**Metal layers overlaid**

Scale bar: 20 um.
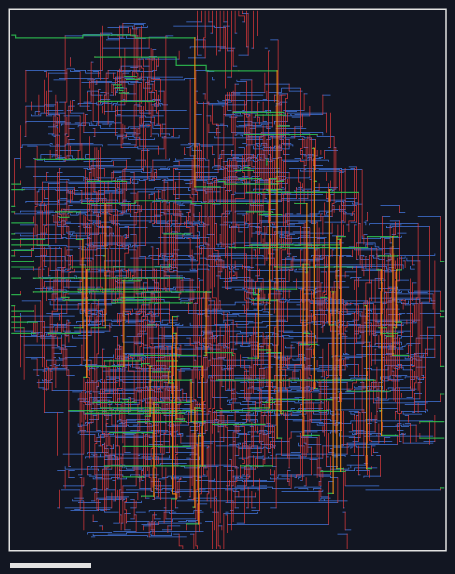
**Cell classes on the final placement**

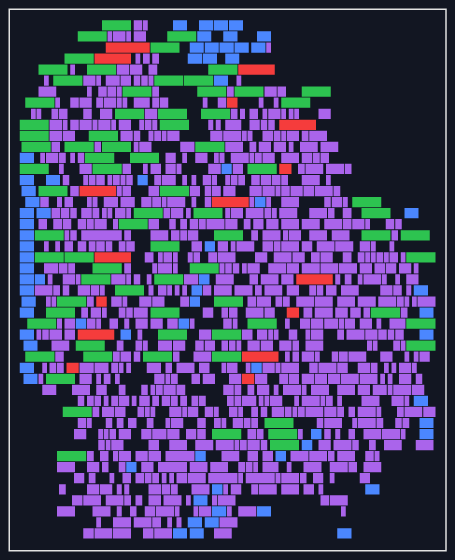
**The clock network**

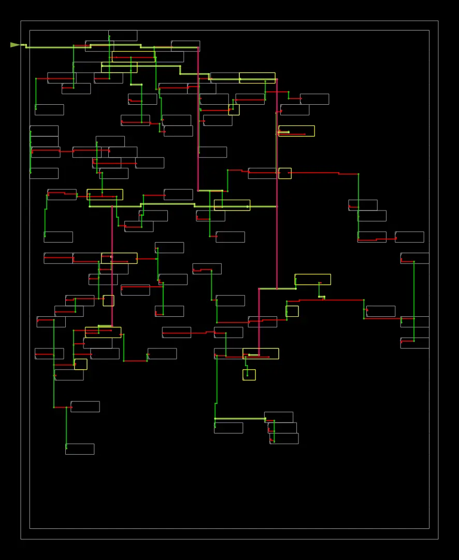
**Floorplan with the power grid**

Scale bar: 20 um. Pins as bars on the die edge.
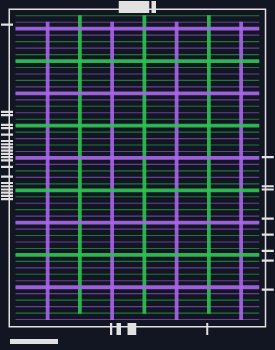
<file path="src/rtl/pong_core.sv">
// rtl/pong_core.sv - two-player Pong engine: tick divider, match FSM, paddles, ball physics, scores, pixel colour
// Optional feature macro PONG_CPU_EN: right paddle tracks the ball instead of p2_up/p2_dn.
module pong_core #(
  parameter int SCR_W       = 96,
  parameter int SCR_H       = 64,
  parameter int PAD_H       = 12,
  parameter int BALL_SZ     = 2,
  parameter int WIN_SCORE   = 7,
  parameter int TICK_DIV    = 1_000_000,
  parameter int PAUSE_TICKS = 30
) (
  input  logic        clk,
  input  logic        rst_n,
  input  logic        en,
  input  logic        start,
  input  logic        p1_up,
  input  logic        p1_dn,
  input  logic        p2_up,
  input  logic        p2_dn,
  input  logic [1:0]  diff,
  input  logic [6:0]  x,
  input  logic [6:0]  y,
  output logic [15:0] oled_data,
  output logic [3:0]  score1,
  output logic [3:0]  score2,
  output logic [2:0]  state,
  output logic [1:0]  winner
);

  typedef enum logic [2:0] {
    S_IDLE  = 3'd0,
    S_SERVE = 3'd1,
    S_PLAY  = 3'd2,
    S_POINT = 3'd3,
    S_OVER  = 3'd4
  } state_t;

  localparam int CNT_W = (TICK_DIV > 1) ? $clog2(TICK_DIV) : 1;
  localparam int PW    = $clog2(PAUSE_TICKS) + 1;
  localparam logic [CNT_W-1:0] CNT_MAX    = CNT_W'(TICK_DIV - 1);
  localparam logic [PW-1:0]    PAUSE_LAST = PW'(PAUSE_TICKS - 1);
  localparam logic [6:0] P_MAX = 7'(SCR_H - PAD_H);
  localparam logic [6:0] P_MID = 7'((SCR_H - PAD_H) / 2);
  localparam logic [6:0] BX0   = 7'((SCR_W - BALL_SZ) / 2);
  localparam logic [6:0] BY0   = 7'((SCR_H - BALL_SZ) / 2);
  localparam logic [3:0] WIN   = 4'(WIN_SCORE);
  localparam logic signed [9:0] Y_MAX  = 10'(SCR_H - BALL_SZ);
  localparam logic signed [9:0] X_LIM  = 10'(SCR_W - 3 - BALL_SZ);
  localparam logic signed [9:0] X_MISS = 10'(SCR_W - BALL_SZ);

  localparam logic [15:0] C_GREEN  = 16'h07E0;
  localparam logic [15:0] C_CYAN   = 16'h07FF;
  localparam logic [15:0] C_WHITE  = 16'hFFFF;
  localparam logic [15:0] C_GREY   = 16'h8410;
  localparam logic [15:0] C_YELLOW = 16'hFFE0;

  state_t st;
  logic [CNT_W-1:0] cnt;
  logic [PW-1:0] pause;
  logic [6:0] p1_y, p2_y, ball_x, ball_y;
  logic ball_dx, ball_dy, serve_dx;  // dx=1 right, dy=1 down
  logic active, tick;

  assign state  = st;
  assign active = (st == S_SERVE) || (st == S_PLAY) || (st == S_POINT);
  assign tick   = active && (cnt == CNT_MAX);

  always_ff @(posedge clk) begin
    if (!rst_n || !active || cnt == CNT_MAX) cnt <= '0;
    else                                     cnt <= cnt + 1'b1;
  end

  logic p2_mv_up, p2_mv_dn;
`ifdef PONG_CPU_EN
  logic [7:0] ball_mid, pad_mid;
  logic unused_p2;
  assign unused_p2 = p2_up ^ p2_dn;
  assign ball_mid  = {1'b0, ball_y} + 8'(BALL_SZ / 2);
  assign pad_mid   = {1'b0, p2_y} + 8'(PAD_H / 2);
  assign p2_mv_up  = ball_dx && (ball_mid < pad_mid);
  assign p2_mv_dn  = ball_dx && (ball_mid > pad_mid);
`else
  assign p2_mv_up = p2_up;
  assign p2_mv_dn = p2_dn;
`endif

  function automatic logic [6:0] pad_next(input logic [6:0] py, input logic up, input logic dn);
    if (up && !dn && py != 7'd0) return py - 7'd1;
    if (dn && !up && py < P_MAX) return py + 7'd1;
    return py;
  endfunction

  // Ball physics for one PLAY tick; paddle overlap uses the rows the ball occupies before the move.
  logic signed [9:0] step, bx_s, by_s, ny_t, nx_l, nx_r;
  logic [6:0] nx, ny;
  logic ndx, ndy, miss_l, miss_r, ov1, ov2;

  assign step = $signed({8'b0, diff}) + 10'sd1;
  assign bx_s = $signed({3'b0, ball_x});
  assign by_s = $signed({3'b0, ball_y});
  assign ny_t = ball_dy ? by_s + step : by_s - step;
  assign nx_l = bx_s - step;
  assign nx_r = bx_s + step;
  assign ov1  = ({1'b0, ball_y} + 8'(BALL_SZ - 1) >= {1'b0, p1_y}) &&
                ({1'b0, ball_y} <= {1'b0, p1_y} + 8'(PAD_H - 1));
  assign ov2  = ({1'b0, ball_y} + 8'(BALL_SZ - 1) >= {1'b0, p2_y}) &&
                ({1'b0, ball_y} <= {1'b0, p2_y} + 8'(PAD_H - 1));

  always_comb begin
    nx = ball_x; ny = ball_y; ndx = ball_dx; ndy = ball_dy;
    miss_l = 1'b0; miss_r = 1'b0;
    if (ny_t < 0) begin
      ny = 7'd0; ndy = ~ball_dy;
    end else if (ny_t > Y_MAX) begin
      ny = Y_MAX[6:0]; ndy = ~ball_dy;
    end else begin
      ny = ny_t[6:0];
    end
    if (!ball_dx) begin
      if (nx_l <= 10'sd3 && ov1) begin nx = 7'd3; ndx = 1'b1; end
      else if (nx_l <= 10'sd0)   begin nx = 7'd0; miss_l = 1'b1; end
      else                       nx = nx_l[6:0];
    end else begin
      if (nx_r >= X_LIM && ov2)  begin nx = X_LIM[6:0]; ndx = 1'b0; end
      else if (nx_r >= X_MISS)   begin nx = X_MISS[6:0]; miss_r = 1'b1; end
      else                       nx = nx_r[6:0];
    end
  end

  always_ff @(posedge clk) begin
    if (!rst_n) begin
      st <= S_IDLE; score1 <= 4'd0; score2 <= 4'd0; winner <= 2'd0; pause <= '0;
      p1_y <= P_MID; p2_y <= P_MID; ball_x <= BX0; ball_y <= BY0;
      ball_dx <= 1'b0; ball_dy <= 1'b0; serve_dx <= 1'b0;
    end else if (!en) begin
      st <= S_IDLE;
    end else begin
      if (tick) begin
        p1_y <= pad_next(p1_y, p1_up, p1_dn);
        p2_y <= pad_next(p2_y, p2_mv_up, p2_mv_dn);
      end
      case (st)
        S_IDLE, S_OVER: if (start) begin
          st <= S_SERVE; score1 <= 4'd0; score2 <= 4'd0; winner <= 2'd0; pause <= '0;
          ball_x <= BX0; ball_y <= BY0; ball_dx <= 1'b0; ball_dy <= 1'b0;
        end
        S_SERVE: if (tick) begin
          if (pause == PAUSE_LAST) begin st <= S_PLAY; pause <= '0; end
          else pause <= pause + 1'b1;
        end
        S_PLAY: if (tick) begin
          ball_x <= nx; ball_y <= ny; ball_dx <= ndx; ball_dy <= ndy;
          if (miss_l || miss_r) begin
            st <= S_POINT; pause <= '0;
            serve_dx <= ball_dx;  // next serve heads toward the player who conceded
            if (miss_l && score2 < WIN) score2 <= score2 + 4'd1;
            if (miss_r && score1 < WIN) score1 <= score1 + 4'd1;
          end
        end
        S_POINT: if (tick) begin
          if (pause == PAUSE_LAST) begin
            pause <= '0;
            if (score1 == WIN || score2 == WIN) begin
              st <= S_OVER; winner <= (score1 == WIN) ? 2'd1 : 2'd2;
            end else begin
              st <= S_SERVE; ball_x <= BX0; ball_y <= BY0; ball_dx <= serve_dx; ball_dy <= 1'b0;
            end
          end else pause <= pause + 1'b1;
        end
        default: st <= S_IDLE;
      endcase
    end
  end

  logic in_p1, in_p2, in_ball, in_line;
  assign in_p1   = (x == 7'd1 || x == 7'd2) && (y >= p1_y) && ({1'b0, y} < {1'b0, p1_y} + 8'(PAD_H));
  assign in_p2   = (x == 7'(SCR_W - 3) || x == 7'(SCR_W - 2)) && (y >= p2_y) &&
                   ({1'b0, y} < {1'b0, p2_y} + 8'(PAD_H));
  assign in_ball = (st != S_IDLE) && (x >= ball_x) && ({1'b0, x} < {1'b0, ball_x} + 8'(BALL_SZ)) &&
                   (y >= ball_y) && ({1'b0, y} < {1'b0, ball_y} + 8'(BALL_SZ));
  assign in_line = (x == 7'(SCR_W / 2)) && !y[2];

  always_ff @(posedge clk) begin
    if (!rst_n)       oled_data <= 16'h0000;
    else if (in_p1)   oled_data <= (st == S_OVER && winner == 2'd1) ? C_YELLOW : C_GREEN;
    else if (in_p2)   oled_data <= (st == S_OVER && winner == 2'd2) ? C_YELLOW : C_CYAN;
    else if (in_ball) oled_data <= C_WHITE;
    else if (in_line) oled_data <= C_GREY;
    else              oled_data <= 16'h0000;
  end

endmodule

</file>
<file path="config.mk">
export PLATFORM = sky130hd
export DESIGN_NAME = pong_core
export DESIGN_NICKNAME = d
export VERILOG_FILES = /design/src/rtl/pong_core.sv
export SDC_FILE = /design/constraint.sdc
export NUM_CORES = 1
export LEC_CHECK = 0
export CORE_ASPECT_RATIO = 1.25
export CORE_MARGIN = 2
export CORE_UTILIZATION = 53
export CTS_CLUSTER_DIAMETER = 80
export DETAILED_ROUTE_END_ITERATION = 6
export PLACE_DENSITY = 0.84
export SLEW_MARGIN = 40
export SYNTH_ARGS = -nofsm -noshare
export SYNTH_HDL_FRONTEND = slang
export SYNTH_SLANG_ARGS = --single-unit
</file>
<file path="constraint.sdc">
create_clock -name clk -period 4.2 [get_ports clk]
set_input_delay 0.84 -clock clk [delete_from_list [all_inputs] [get_ports clk]]
set_output_delay 0.84 -clock clk [all_outputs]
set_load 0.005 [all_outputs]
</file>
==> results_slide.txt <==
Implementation Results

Global route
  • Antenna violations before repair: 0
  • Vias in the first global route: ~6400
  • Largest net degree at the start of global routing: 30

Placed design
  • Placed Cells: between 1000 and 1500
  • HPWL after DPL: 14090 um
  • Port Buf Inserts: about 52

Critical path
  • CP max stage delay: around 0.45 ns
  • CP Buf/Inv Count: 3
  • Crit path launch type: input pin
  • Req. time, crit path: between 4 and 5 ns
  • Worst-path cell chain: clkdlybuf4s50_1, ha_1, inv_1, fa_1, o21bai_1, a311o_1, o211ai_1, a21oi_1, o21ai_1, buf_4, o31ai_1, o21ai_1, a21oi_1
  • Worst path slowest cell: fa_1
  • Crit Path Class: in2reg
  • Worst r2r src: p1_y[1]$_SDFFE_PN1P_
  • Worst-case reg-to-reg path depth: 16
  • End of the worst register-to-register path: score2[0]$_SDFFE_PN0P_
  • Crit path to: ball_x[5]$_SDFFE_PN1P_
  • Max Fanout on Critical Path: 5
  • Crit path DAT: approximately 4.0 ns
  • R2R Setup Slk: approximately 0.51 ns
  • Critical Path Stages: 13

Pwr
  • Flop pwr share: between 40% and 50%
  • Tot Pwr: ~1.8 mW
  • Switching portion of total power: 26.91%
  • Clock group share of total power: between 40% and 50%
  • Total power divided by cell area: between 200 and 250 mW/mm^2
  • Comb group: 208 uW
  • Pwr top: clock

Floorplan
  • Die area: about 0.014 mm^2
  • Starting Density: roughly 54%
  • FP Rows: around 47

Timing
  • Worst clock skew: 0.006955 ns
  • RSZ-0062 raised after global routing: no
  • Max-slew violation count: 0
  • Fmax: roughly 270 MHz
  • Sum Neg Setup Slack: 0 ns
  • Setup Viol. Count Final: 0
  • Slew margin rel.: between 40% and 50%
  • Hold WS: 0.4608 ns

Clocking
  • Clk sinks: 76
  • Setup bufs post-CTS: 0
  • Cts repair resizes: 0
  • CTS Root Cell: clkbuf_16
  • Clock Tree Buf Depth: 2
  • H-tree depth: 3
  • CTS tree: done
  • Worst-path clk slew: around 0.06 ns

Synthesis
  • Mux area share: ~1.0%
  • Area share, top type: 21.56%
  • AO/OA Area Share: between 20% and 30%
  • Synth Cell Area: 0.007056 mm^2
  • Distinct cells, synth: between 70 and 80
  • Synth Flop Type: dfxtp_1
  • Synth Area per Inst: roughly 8 um^2
  • Yosys xor share: between 8 and 9%
  • Yosys top cell by area: dfxtp_1
  • Chip area line of the yosys report: about 0.0071 mm^2
  • Yosys cell count: 884
  • Synth Seq Share: a little over a fifth
  • Main area contributors: dfxtp_1 (22%), ha_1 (20%), xnor2_1 (6.1%), nor2_1 (4.2%), a21oi_1 (4.0%)
  • Synth warnings: 0
  • Simple Share, Synth: a little over a fifth
  • Comb area leader: AND-OR/OR-AND gates
  • Mapped Cells: a little under 900
  • Synthesis-stage register bit count: 76
  • Commonest cells in the netlist: ha_1 (112), nor2_1 (79), dfxtp_1 (76), nand2_1 (63), inv_1 (58)

Drt
  • First-pass detailed-route iteration total: 5
  • DRC Markers: 0
  • Iter 0 DRT Violations: 442
  • Routed Antenna Nets: 0
  • Routed vias/inst: around 6.0

Cells and area
  • Share of cells above drive strength 1: under 10%
  • Synth-to-Final Area Change: 14.19%
  • Antenna Cells: 0
  • Layout net count: ~1100
  • Top cells excl fill/tap: ha_1 (112), nor2_1 (79), dfxtp_1 (76), nand2_1 (63), inv_1 (58)

Flow run
  • Max-Cap Viols: 0
  • Number of logged tool warnings: between 40 and 50

Min path
  • Worst Hold End: cnt[0]$_SDFF_PP0_
  • Min-delay src: cnt[0]$_SDFF_PP0_
  • Worst hold path depth: 1

Status
  • Status: finished clean
About 'metal layers overlaid':
[green] M3 | wire length: 1160 um
[red] M2 | wire length: 8780 um
[blue] M1 | wire length: 7460 um
[orange] M4 | wire length: 971 um
detailed-route via count: 6651
GRT Total Usage: 26.76%
DR WL/cell: 16.60 um
Post-Route WL: 18370 um

About 'cell classes on the final placement':
[green] registers | cells: 76 | share of their area: 19%
[blue] remaining buffers and delay cells | cells: 70 | share of their area: 8.4%
[purple] remaining logic cells | cells: 774 | share of their area: 68%
[red] clock drivers and dummy loads | cells: 16 | share of their area: 3.9%
sequential share of cell area: 18.88%
final core occ: 61.43%
design area: 0.008056 mm^2
core region area: 0.01311 mm^2

About 'the clock network':
Insertion Delay late pin: 0.35 ns
total CTS buffers: 9
clk_buf instances: 9
P_clk: 819 uW

About 'floorplan with the power grid':
[green] VDD
[purple] VSS
met5 straps: 9
met1 rails: 48
signal pins: 53
met4 straps: 7
die width: 107.2 um
Die Ht: 133 um
Peak supply drop: 0.0002355 V

## per-layer routing
metal / track usage, % / vias up / share of wire (%)
li1: - / 3287 / -
met1: 32.42 / 3046 / 41
met2: 44.87 / 249 / 48
met3: 4.384 / 69 / 6.3
met4: 14.36 / 0 / 5.3
met5: 0 / - / 0
## area by class of cell
cell class	instances	area, um^2
fill	1142	5057
inverter	62	232.7
clock buffer	9	225.2
tap	171	214.0
clock inverter	7	80.08
sequential	76	1521
timing repair buffer	70	655.6
multi-input combinational	712	5127
## per-stage QoR
stage                     util (%)  setup slack, ns  area (um^2)
after floorplan                  -           0.7219         7056
after global routing         61.43           0.1178         8056
after CTS                    61.43           0.4621         8056
after detailed placement     59.11           0.1251         7751
after global placement       59.11           0.2149         7751
final                        61.43           0.4375         8056
Power figures rest on the tool's default switching activity, not on a simulated workload.
